Fig. 1: run 1, placement density heat map
Drawn at 4 px/um. 9 x 7 tiles, from black (low) to pale yellow (high), 0 to 100% covered.
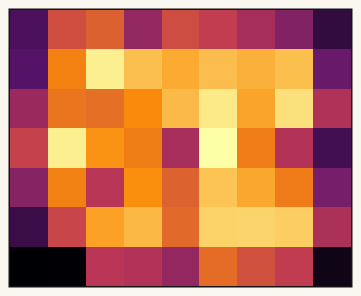
Fig. 2: run 1, routed metal, one colour a layer
Drawn at 3 px/um.
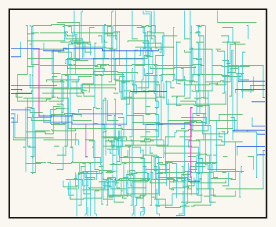
Fig. 3: run 1, placement by cell class
Drawn at 3 px/um.
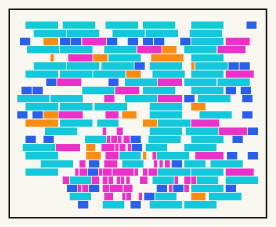
Design sample_requester, sky130hd; sources not shown.
==> notes.org, run 1 <==
#+TITLE: Implementation results

** Detailed routing
- Met1 layer wirelength in the final routing :: 1880 um
- The script parses the final routing iteration and logs DRC violations as 0.
- The detail route stage leaves a number of antenna-violating nets equal to 0.

** Timing
- In the final report, the number of pins over their slew limit comes to 0.
- Final Setup Violations :: 0
- RSZ-0062 raised after global routing :: no

** Synth
- Per the post-synthesis report, the nets total 173.
- Portion of synthesized cell area occupied by the leading cell type :: 66.2%
- Fraction of synthesized area in multiplexers :: 13.5%
- The synthesis run identifies the leading combinational cell family as multiplexers.
- In this run the cell area of the synthesized design comes to roughly 0.0029 mm2.

** Pwr
- Total power for the finished layout comes to 1.54 mW.

** Clocking
- Number of buffers inserted for hold repair after clock tree synthesis :: 0
- Clock root cell :: clkbuf_8
- TritonCTS clock tree :: yes
- The number of clock buffers added by TritonCTS is 9.

** Layout
- The register with the most flip-flops in the layout has 64 of them.
- Leaving out buffers and inverters, the combinational logic in the layout accounts for about 670 um2.
- Count of inserted antenna diode cells :: 0

** Critical path
- Top fanout value on the critical path :: 16
- R2r setup slk :: 2.25 ns

** Placement
- After legalization and detailed placement, the total HPWL measured between 3000 and 4000 um.
- Before CTS, the worst setup slack after placement is roughly 1.5 ns.

** Global route
- After global routing the overflow that remains totals 0.
- Entering global routing, the biggest net connects 17 pins.

** Run status
- Outcome :: finished, final reports clean

** Floorplan
- Total die area :: 0.00588 mm2
About Fig. 1:
mean over tiles: 60%
nearly empty tiles: 3.2%
densest ninth of the die: centre
FP Util: 57.6%
final core area utilization: 71.0%
Core Region: 0.00504 mm2

About Fig. 2:
legend:
  cyan:
    layer: metal 2
    wire_length: 2,490 um
  green:
    layer: metal 1
    wire_length: 1,880 um
  blue:
    layer: metal 3
    wire_length: 254 um
  magenta:
    layer: metal 4
    wire_length: 56.4 um
Total Routing Usage GR: 17.8%
total length of routed wires: 4680 um

About Fig. 3:
legend:
  magenta:
    class: combinational and other logic
    cells: 65
    share_of_their_area: 20%
  orange:
    class: clock drivers and dummy loads
    cells: 16
    share_of_their_area: 6.2%
  blue:
    class: remaining buffers and delay cells
    cells: 42
    share_of_their_area: 12%
  cyan:
    class: sequential cells
    cells: 76
    share_of_their_area: 62%
standard-cell rows: 23
total non-filler cell area in the finished layout: 0.00357 mm2
fraction of area in registers: 60.5%

[run 1: cell usage after synthesis]
library cell   n
a21oi_1        4
and2_1         5
buf_12         1
buf_2          2
buf_6          1
clkbuf_1       1
dfxtp_1       12
edfxtp_1      64
fa_1           1
ha_1           5
inv_1          7
mux2i_1        1
mux4_1         6
mux4_2        10
nand2_1        1
nand3b_1       1
nor2_1        11
nor2b_1        1
nor3_1         1
nor3b_1        1
nor4_1         1
o21ai_0        2
o31ai_1        1
or3_1          2
xnor2_1        1
xor2_1         3
[run 1: where the power goes]
group	switching [mW]	leakage, nW	internal [mW]	total, mW
clock	0.238	0.108	0.350	0.588
combinational	0.0494	0.400	0.0638	0.113
sequential	0.0127	0.673	0.824	0.837
[run 1: cell type report]
cell class                 instances  share of cell area [%]
clock buffer                      12                    4.06
clock inverter                     4                    2.03
inverter                           7                   0.735
multi-input combinational         58                    18.7
sequential                        76                    60.5
tap                               62                    2.17
timing repair buffer              42                    11.8
[run 1: placed cells by master (no fill, tap or decap), types with 2 or more instances in the layout]
cell             synthesis  final
a21oi_1                  4      4
and2_1                   5      5
bufinv_16                0      2
clkbuf_1                 1      2
clkbuf_8                 0     10
clkdlybuf4s50_1          0     42
dfxtp_1                 12     12
edfxtp_1                64     64
ha_1                     5      5
inv_1                    7      7
mux4_1                   6      6
mux4_2                  10     10
nor2_1                  11     11
o21ai_0                  2      2
or3_1                    2      2
xor2_1                   3      3
[run 1: routing by layer]
| layer | vias to the layer above | GRT usage, % |
|---|---|---|
| met5 | - | 0 |
| met4 | 0 | 8.33 |
| met3 | 7 | 7.14 |
| met2 | 36 | 31.4 |
| met1 | 713 | 19.3 |
| li1 | 671 | - |
[run 1: tightest hold or removal path, cell delays in order (launching register included)]
cell,delay (ns)
dfxtp_1,0.33
a21oi_1,0.04
nor2_1,0.08
Fig. 4: run 1, clock routing
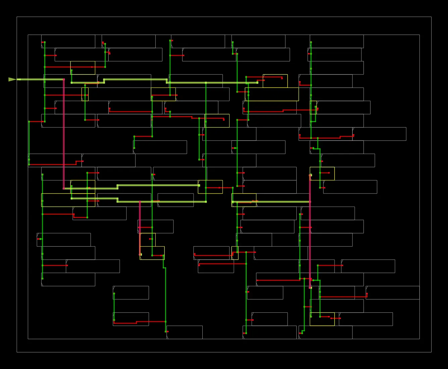

==> run 2, diff against run 1 <==
- ABC_CLOCK_PERIOD_IN_PS: 4200 -> 3000
- CORE_UTILIZATION: 55 -> 53
- clock period: 4.2 -> 3 ns (I/O delays scaled with it)
Fig. 5: run 2, clock routing
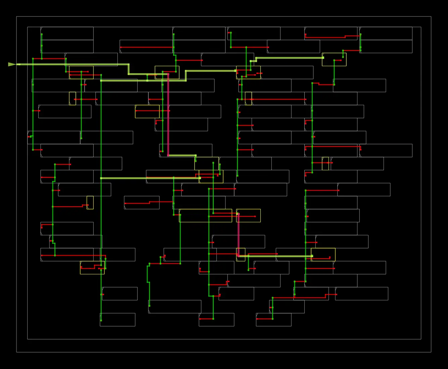
worst-skew pair later-pin latency: 0.34 ns
Clock Skew: 0.00818 ns
final sequential cell count: 76
Clk. pwr: 0.731 mW
clock buffer count: 13

==> notes.org, run 2 <==
#+TITLE: Implementation results

** Critical path
- The worst setup path is launched from a flip-flop.
- Kind of critical path :: flip-flop to primary output
- R2r setup slk :: 0.88 ns
- Top fanout value on the critical path :: 16

** Layout
- Highest-count logic cell in the final layout :: edfxtp_1
- Once layout is complete, the utilization of the core stands at 66.8%.
- Commonest cells after routing, fill and taps aside :: edfxtp_1, clkdlybuf4s50_1, dfxtp_1
- Total non-filler cell area in the finished layout :: around 0.0036 mm2

** Synth
- Post-synthesis sequential area ratio :: 74.5%
- Looking at the gate-level netlist, the highest instance count belongs to edfxtp_1.
- The synthesized design contains roughly 64 enable-type register cells.
- Post-Syn Area per Cell :: just under 20 um2
- Fraction of registers with async set or reset after synthesis :: 0%
- Post-Synthesis Cell Area :: ~0.0029 mm2
- The number of nets handed over by synthesis was 173.
- Portion of synthesized cell area occupied by the leading cell type :: between 60% and 70%

** Floorplan
- The region available for standard cell placement spans 0.00538 mm2.
- Before placement the cells fill a little over half of the core.
- The overall die size recorded for this design is ~0.006 mm2.

** Timing
- Fin worst setup slack :: a little under 0.6 ns
- The final report lists the setup-violating endpoint count as 0.
- Counting pins that exceed their max-slew limit in the final report gives 0.

** Placement
- The wire-length estimate of the detail-placed layout is 3200 um.
- Timing analysis after detailed placement gives a worst setup slack of approximately 0.61 ns.

** Pwr
- Clock network fraction of total power :: 35.4%
- The analysis attributes to net switching a power of between 0.4 and 0.5 mW.
- Combinational fraction of design power :: between 8 and 9%
- The final power report lists total power as 2.07 mW.
- Sw Ratio :: 20.2%
- Cell-internal power :: 1.65 mW
- Looking at the power breakdown, sequential logic takes approximately 56% of the total.

** Global route
- Entering global routing, the biggest net connects 17 pins.
- Total global-route track usage over all layers is between 10% and 20%.
- Sum of overflow across all layers after global routing :: 0

** Clocking
- Per the CTS log, the root buffer master is clkbuf_8.
- On the reported timing paths, the clock transition at the registers reads 0.07 ns.
- Clock tree synthesis inserted a total of 9 buffers.

** Detailed routing
- Routed Antenna Nets :: 0
- Remaining routing DRC violations :: 0

** Run status
- Outcome :: finished, final reports clean
## run 2: power by group through the flow
| stage | combinational [mW] | sequential, mW | clock, mW |
|---|---|---|---|
| after global routing | 0.185 | 1.16 | 0.796 |
| after detailed placement | 0.175 | 1.19 | 0 |
| after floorplan | 0.0906 | 1.19 | 0 |
| after CTS | 0.176 | 1.16 | 0.752 |
| final | 0.174 | 1.16 | 0.731 |
| after global placement | 0.168 | 1.18 | 0 |
## run 2: routing by layer
metal | track usage (%) | wire, um | up-vias
met1 | 20.1 | 2000 | 745
met4 | 6.94 | 76 | 0
met2 | 30.9 | 2670 | 52
met5 | 0 | 0 | -
met3 | 7.57 | 256 | 8
li1 | - | - | 678
## run 2: final cells by class
class	instances	area (um2)	area share, %
repair buffers	48	465	13.0
inverters	7	26.3	0.731
flip-flops and latches	76	2160	60.2
clock buffers	13	149	4.14
clock inverters	3	38.8	1.08
well taps	65	81.3	2.26
multi-input cells	58	669	18.6
## run 2: kinds of logic (layout without fill, tap and decap cells)
group / after synthesis / in the layout / share of synthesized area (%)
AND-OR/OR-AND: 7 / 7 / 1.29
XOR/XNOR: 4 / 4 / 1.21
adder cells (fa/ha/maj): 6 / 6 / 2.84
AND/OR/NAND/NOR: 24 / 24 / 4.18
multiplexers: 17 / 17 / 13.5
buffers and inverters: 12 / 71 / 2.46
flip-flops: 76 / 76 / 74.5
## run 2: worst max-delay path, delay by kind of cell (launching register included)
family / cells / cell delay (ns)
flip-flops: 1 / 0.81
multiplexers: 1 / 0.42
buffers and inverters: 1 / 0.55
No activity file was given, so power comes from the tool's default toggle rates.
